Design mac_array_engine, sky130hd; sources not shown.
Figure 1. The metal 1 layer.
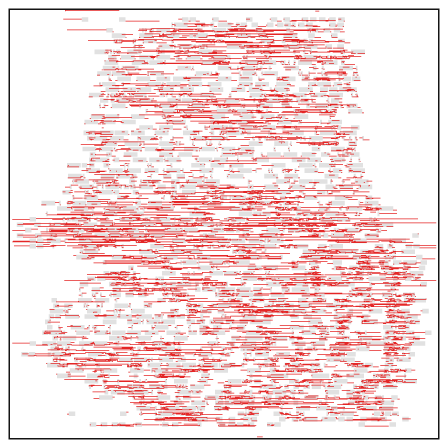
- nets with wire on the layer: 2264
- longest straight run: 46.9 um
- main direction: horizontal
- share of all routed wire: 44%
- wire length on this layer: 17400 um
Vias: 11910
final WL: 39810 um
M1 GR Usage: 23.40%

Figure 2. Routing congestion map.
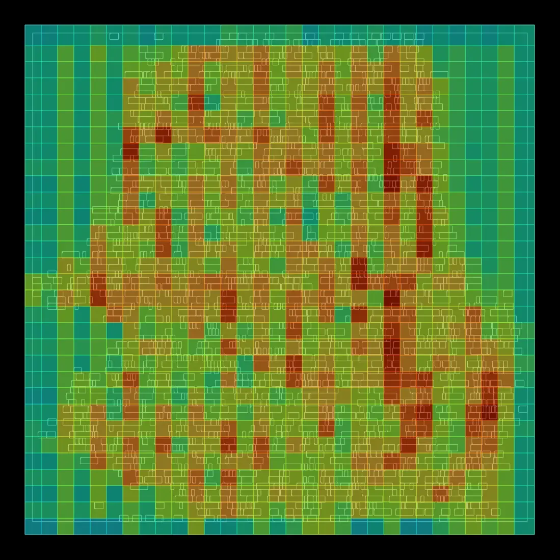
overall routing resource usage: 17.89%
final core utilization: 42.74%
GR peak layer: met2
met3 Usage GRT: 1.591%

Figure 3. The metal 3 layer.
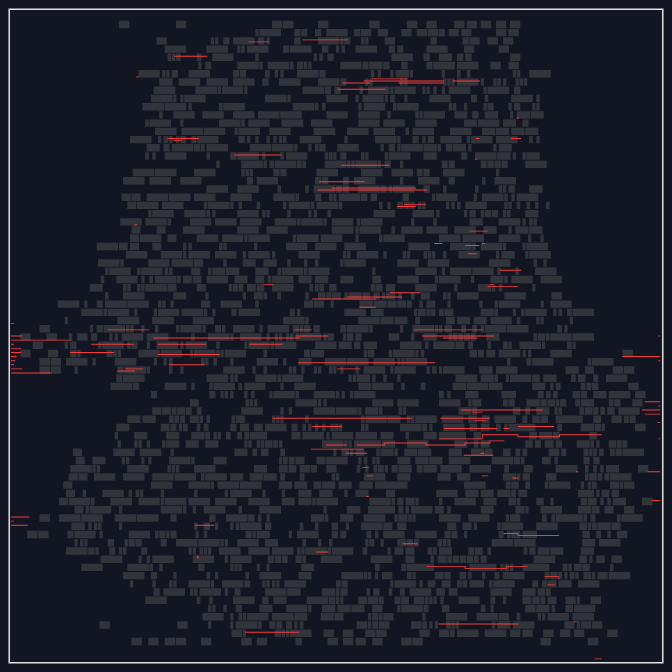
- nets with wire on the layer: 83
- main direction: horizontal

==> run summary <==
impl run done, here's what came out: hold buffer count at cts=0, die width=roughly 220 um, DIE AREA=about 46000 um^2, crit-path most repeated cell=fa_1, endpoints failing setup=0, critical path type=primary input to flip-flop, # Cells Yosys=around 1800, Area growth syn-to-layout=10.80%, outcome=finished clean, DR iter-0 viols=between 600 and 700, Synth flops=approximately 61, crit path buf inv count=6, Clock Skews=8.401 ps, NonClk Buf Share=under 10%, dpl hpwl=~35000 um, Reg clk slew, reported paths=60 ps, largest net degree at the start of global routing=32, Resize count post-CTS=0, Setup Buffers After CTS=0, R2R setup slack=a little under 4000 ps, Reg2Reg Depth=31, H-tree Lvls=3, dpl cells=2452, drt first pass iters=6, Seq. cell area=1221 um^2, Max Slew Vio Count=0, ANT cells=0, CP arrival=approximately 11000 ps, vias in the first global route=between 10000 and 15000, setup TNS=0 ps, Yosys Chip Area=between 15000 and 20000 um^2, Top cell area share=around 45%, drt wl/cell=approximately 16 um, min Tclk post-route=between 10000 and 15000 ps, Crit. End Element=flip-flop, Tool Warnings=30, fraction of layout cells with a size suffix above 1=1.753%, Latency at later pin=340 ps, RSZ-0062 raised after global routing=false, core region area=approximately 43000 um^2, Max transition margin=between 30% and 40%, port bufs=101, seq_cells=61, first-pass GRT wire length=between 60000 and 70000 um, Seq area share=6.604%, crit-path leading delay family=adder cells, ys flop type=dfxtp_1, inverters=between 300 and 400, TritonCTS Buffers=9, Synth warnings=0, Final ANT Viol Nets=0, combinational fraction of the cell area=about three quarters, root buf cell=clkbuf_16, Nets=around 2500, CTS Sinks=~61, Startpoint Class=primary input, number of enable flip-flop cells=0, I/O pin total=~100
[per-layer routing]
layer	share of wire, %	vias to the layer above
met5	0	-
met4	1.8	0
met3	2.9	31
met2	52	186
met1	44	6073
li1	-	5615
[metrics by stage]
step                      worst slack (ps)  hold WS [ps]  cell area, um^2  utilization [%]
final                                 2844         460.8            18490            42.74
after global routing                  2347         485.7            18490            42.74
after CTS                             2871         462.6            18490            42.74
after detailed placement              2540         455.2            18180            42.02
after global placement                2747         452.9            18180            42.02
after floorplan                       3771         435.6            16690                -
[cells in the final DEF (no fill, tap or decap), types with 4 or more instances in the layout]
| cell | instances |
|---|---|
| mux2i_1 | 12 |
| o21a_1 | 7 |
| a21o_1 | 17 |
| and3_1 | 13 |
| a21oi_1 | 58 |
| fa_1 | 373 |
| nand3_1 | 25 |
| o211ai_1 | 8 |
| nor3_1 | 15 |
| nand2b_1 | 36 |
| nand2_1 | 255 |
| o21ai_0 | 21 |
| and2_1 | 112 |
| clkdlybuf4s50_1 | 101 |
| buf_4 | 5 |
| inv_1 | 392 |
| xnor2_1 | 54 |
| clkbuf_16 | 9 |
| dfxtp_1 | 61 |
| a211oi_1 | 7 |
| ha_1 | 151 |
| xor2_1 | 20 |
| or2_2 | 4 |
| nor2b_1 | 5 |
| nand4_1 | 9 |
| nor2_1 | 59 |
[cell families (layout without fill, tap and decap cells)]
family | count (synthesis) | count (layout) | share of synthesized area (%)
and+or+nand+nor | 544 | 544 | 15.44
muxes | 13 | 13 | 0.7872
xor gates and xnor gates | 74 | 74 | 3.884
adders and majority gates | 524 | 524 | 56.07
AOI/OAI and AO/OA | 153 | 153 | 5.961
buffers and inverters | 467 | 513 | 10.55
DFF | 61 | 61 | 7.317
